Fig. 1: clock wires, drivers and flops
(4 px per um)
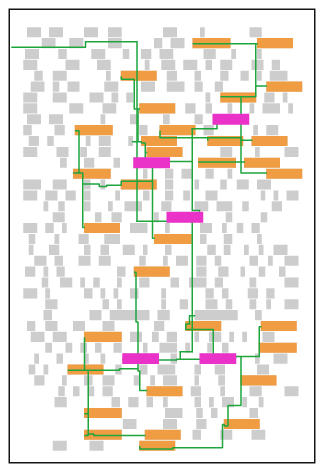
Fig. 2: cells colored by class
(4 px per um) Fill, decap, tap and diode cells in gray.
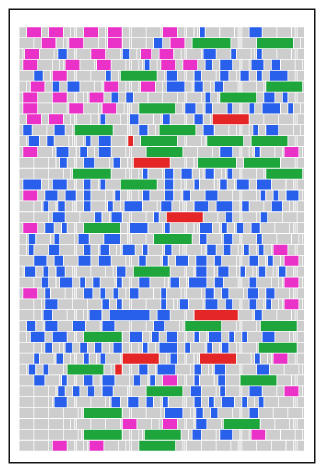
Fig. 3: routing congestion
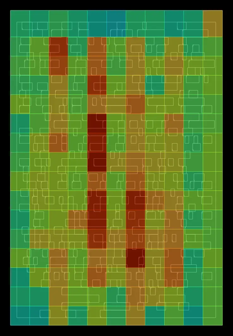
Fig. 4: supply network
(3 px per um) Pins as bars on the die edge.
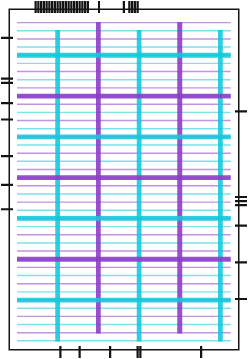
==> config.mk <==
export PLATFORM = sky130hd
export DESIGN_NAME = label_motion_ctrl
export DESIGN_NICKNAME = d
export VERILOG_FILES = /design/src/rtl/label_motion_ctrl.sv
export SDC_FILE = /design/constraint.sdc
export NUM_CORES = 1
export LEC_CHECK = 0
export CAP_MARGIN = 5
export CELL_PAD_IN_SITES_DETAIL_PLACEMENT = 2
export CELL_PAD_IN_SITES_GLOBAL_PLACEMENT = 2
export CORE_AREA = 2 2 74 111
export DETAILED_ROUTE_END_ITERATION = 7
export DIE_AREA = 0 0 76 113
export PLACE_DENSITY_LB_ADDON = 0.1
export SYNTH_ARGS = -nofsm -noshare
export SYNTH_HDL_FRONTEND = slang
export SYNTH_SLANG_ARGS = --single-unit
==> constraint.sdc <==
create_clock -name clk -period 5.5 [get_ports clk]
set_clock_uncertainty 0.15 [all_clocks]
set_input_delay 1.375 -clock clk [delete_from_list [all_inputs] [get_ports clk]]
set_output_delay 1.375 -clock clk [all_outputs]
set_load 0.02 [all_outputs]
==> src/rtl/label_motion_ctrl.sv <==
// Position and visibility controller for a 64x16 text label on a 640x480 VGA frame.
// Three modes (IDLE/MOVE/PAUSE) with once-per-frame bounce motion and blink gating.
module label_motion_ctrl #(
  parameter int H_FOOTPRINT  = 64,
  parameter int V_FOOTPRINT  = 16,
  parameter int SCREEN_W     = 640,
  parameter int SCREEN_H     = 480,
  parameter int HOME_X       = 288,
  parameter int HOME_Y       = 232,
  parameter int STEP         = 1,
  parameter int BLINK_FRAMES = 30
) (
  input  logic       clk,
  input  logic       reset,
  input  logic [9:0] pixel_x,
  input  logic [9:0] pixel_y,
  input  logic       start,
  input  logic       stop,
  input  logic       home,
  output logic [9:0] top_left_x,
  output logic [9:0] top_left_y,
  output logic       label_en,
  output logic       frame_tick
);

  localparam int XMAX = SCREEN_W - H_FOOTPRINT;
  localparam int YMAX = SCREEN_H - V_FOOTPRINT;
  localparam int BW   = (BLINK_FRAMES > 1) ? $clog2(BLINK_FRAMES) : 1;

  typedef enum logic [1:0] {
    IDLE  = 2'd0,
    MOVE  = 2'd1,
    PAUSE = 2'd2
  } state_t;

  typedef struct packed {
    logic [9:0] pos;
    logic       fwd;  // 1 = right/down, 0 = left/up
  } axis_t;

  // One bounce step on a single axis; 11-bit math keeps pos+STEP from wrapping.
  function automatic axis_t step_axis(input logic [9:0] pos, input logic fwd,
                                      input logic [10:0] lim);
    axis_t       res;
    logic [10:0] p;
    logic [10:0] s;
    p = {1'b0, pos};
    s = 11'(STEP);
    if (fwd) begin
      if (p + s >= lim) begin
        res.pos = lim[9:0];
        res.fwd = 1'b0;
      end else begin
        res.pos = 10'(p + s);
        res.fwd = 1'b1;
      end
    end else begin
      if (p <= s) begin
        res.pos = 10'd0;
        res.fwd = 1'b1;
      end else begin
        res.pos = 10'(p - s);
        res.fwd = 1'b0;
      end
    end
    return res;
  endfunction

  state_t          state_q, state_d;
  logic [9:0]      x_q, x_d;
  logic [9:0]      y_q, y_d;
  logic            dir_x_q, dir_x_d;
  logic            dir_y_q, dir_y_d;
  logic [BW-1:0]   blink_q, blink_d;
  logic            en_q, en_d;
  logic            raw_q, raw_d;
  logic            tick_q, tick_d;

  axis_t           step_x;
  axis_t           step_y;

  assign step_x = step_axis(x_q, dir_x_q, 11'(XMAX));
  assign step_y = step_axis(y_q, dir_y_q, 11'(YMAX));

  // Start of vertical blanking: first pixel of the line after the visible area + 1.
  assign raw_d  = (pixel_y == 10'(SCREEN_H + 1)) && (pixel_x == 10'd0);
  // Edge detect so a slow pixel clock holding raw high still yields one tick.
  assign tick_d = raw_d & ~raw_q;

  always_comb begin
    // NOTE: every signal gets its hold value first so no path leaves one
    // unassigned, which would otherwise infer a latch.
    state_d = state_q;
    x_d     = x_q;
    y_d     = y_q;
    dir_x_d = dir_x_q;
    dir_y_d = dir_y_q;
    blink_d = blink_q;
    en_d    = en_q;

    if (home) begin
      state_d = IDLE;
      x_d     = 10'(HOME_X);
      y_d     = 10'(HOME_Y);
      dir_x_d = 1'b1;
      dir_y_d = 1'b1;
      blink_d = '0;
      en_d    = 1'b1;
    end else if (stop && state_q == MOVE) begin
      state_d = PAUSE;
      blink_d = '0;
    end else if (start && state_q != MOVE) begin
      state_d = MOVE;
      blink_d = '0;
      en_d    = 1'b1;
    end else if (tick_q) begin
      // An applied transition above takes precedence over this frame's update.
      unique case (state_q)
        MOVE: begin
          x_d     = step_x.pos;
          dir_x_d = step_x.fwd;
          y_d     = step_y.pos;
          dir_y_d = step_y.fwd;
        end
        PAUSE: begin
          if (blink_q == BW'(BLINK_FRAMES - 1)) begin
            blink_d = '0;
            en_d    = ~en_q;
          end else begin
            blink_d = blink_q + 1'b1;
          end
        end
        default: ;
      endcase
    end
  end

  // NOTE: sequential state uses non-blocking assignments so every flop samples
  // the pre-edge values, independent of statement order.
  always_ff @(posedge clk or posedge reset) begin
    if (reset) begin
      state_q <= IDLE;
      x_q     <= 10'(HOME_X);
      y_q     <= 10'(HOME_Y);
      dir_x_q <= 1'b1;
      dir_y_q <= 1'b1;
      blink_q <= '0;
      en_q    <= 1'b1;
      raw_q   <= 1'b0;
      tick_q  <= 1'b0;
    end else begin
      state_q <= state_d;
      x_q     <= x_d;
      y_q     <= y_d;
      dir_x_q <= dir_x_d;
      dir_y_q <= dir_y_d;
      blink_q <= blink_d;
      en_q    <= en_d;
      raw_q   <= raw_d;
      tick_q  <= tick_d;
    end
  end

  assign top_left_x = x_q;
  assign top_left_y = y_q;
  assign label_en   = en_q;
  assign frame_tick = tick_q;

endmodule

==> flow_metrics.env <==
# source this file to load flow results
export IMPL_status="finished, final reports clean"
export IMPL_synthCells=299
export IMPL_maxUsedRoutingLayer="met4"
export IMPL_power_density_nw_per_um2=191
export IMPL_p_leak_nw=1.14
export IMPL_path_depth=6
export IMPL_cp_buffers_inverters=1
export IMPL_dieArea_um2=8590
export IMPL_finalSetupViolations=0
export IMPL_xor_share_pct=6.78
export IMPL_cts_setup_buffers=0
export IMPL_grt_busiest_layer="met2"
export IMPL_cts_resized=0
export IMPL_pwr_share_seq_pct=40.2
export IMPL_hold_violations=0
export IMPL_grt_pass1_vias=2568
export IMPL_antenna_found_initial=0
export IMPL_cp_end_kind="flop"
export IMPL_n_all_buffers=47
export IMPL_topCellsByArea="dfrtp_1 23%, dfstp_2 9.6%, nor2_1 4.7%"
export IMPL_synth_adder_area_share_pct=4.08
export IMPL_powerSeq_w=0.000241
export IMPL_startpoint_type="input port"
export IMPL_place_hpwl_um=6200
export IMPL_crit_fanout=15
export IMPL_p_sw_w=0.000127
export IMPL_area_delta_synth_final_pct=27.9
export IMPL_slew_headroom_pct=40.0
export IMPL_ys_seq_share_pct=33.1
export IMPL_biggestCellCategory="multi-input combinational cells"
export IMPL_synth_flops=32
export IMPL_place_congestion=0.753
export IMPL_met1_length_um=3300
export IMPL_ios=47
export IMPL_ant_nets=0
export IMPL_r2r_slack_ns=2.89
export IMPL_synth_logic_top_family="simple AND/OR/NAND/NOR gates"
export IMPL_seq_cells=32
export IMPL_cts_hold_buf=0
export IMPL_period_used_pct=61.2
export IMPL_vias=2418
export IMPL_synth_edff_count=0
export IMPL_min_from="raw_q"
export IMPL_cpMaxStageDelayCell="or2_0"
export IMPL_layout_top_cell="clkdlybuf4s50_1"
Notes on Fig. 1 above:
magenta -> clock-net drivers  # count 5
orange -> flip-flops  # count 32
green -> clock wires  # length 588 um
routed clock nets = 6
clk pwr: 0.000319 W
Late-Pin Clk Latency: 0.28 ns
clock network power share: 53.2%

Notes on Fig. 2 above:
blue -> remaining logic cells  # cells 250, share of their area 52%
green -> sequential cells  # cells 32, share of their area 27%
magenta -> remaining buffers and delay cells  # cells 47, share of their area 16%
red -> clock drivers and dummy loads  # cells 8, share of their area 5.4%
flop share of the area: 25.9%
Core Rows: 39
Final Cell Area: 3140 um2
fin util: 41.5%

Notes on Fig. 3 above:
met2 Use GR: 39.2%
DR WL/cell: 18.8 um
met1 global-route usage: 21.5%

Notes on Fig. 4 above:
purple -> VDD
cyan -> VSS
met1 rails = 40
rows = 39
die width: 76 um
Core Area: 7560 um2
Die Y-Extent: 113 um
peak supply drop: 0.000102 V

Power and IR drop assume default switching activity.
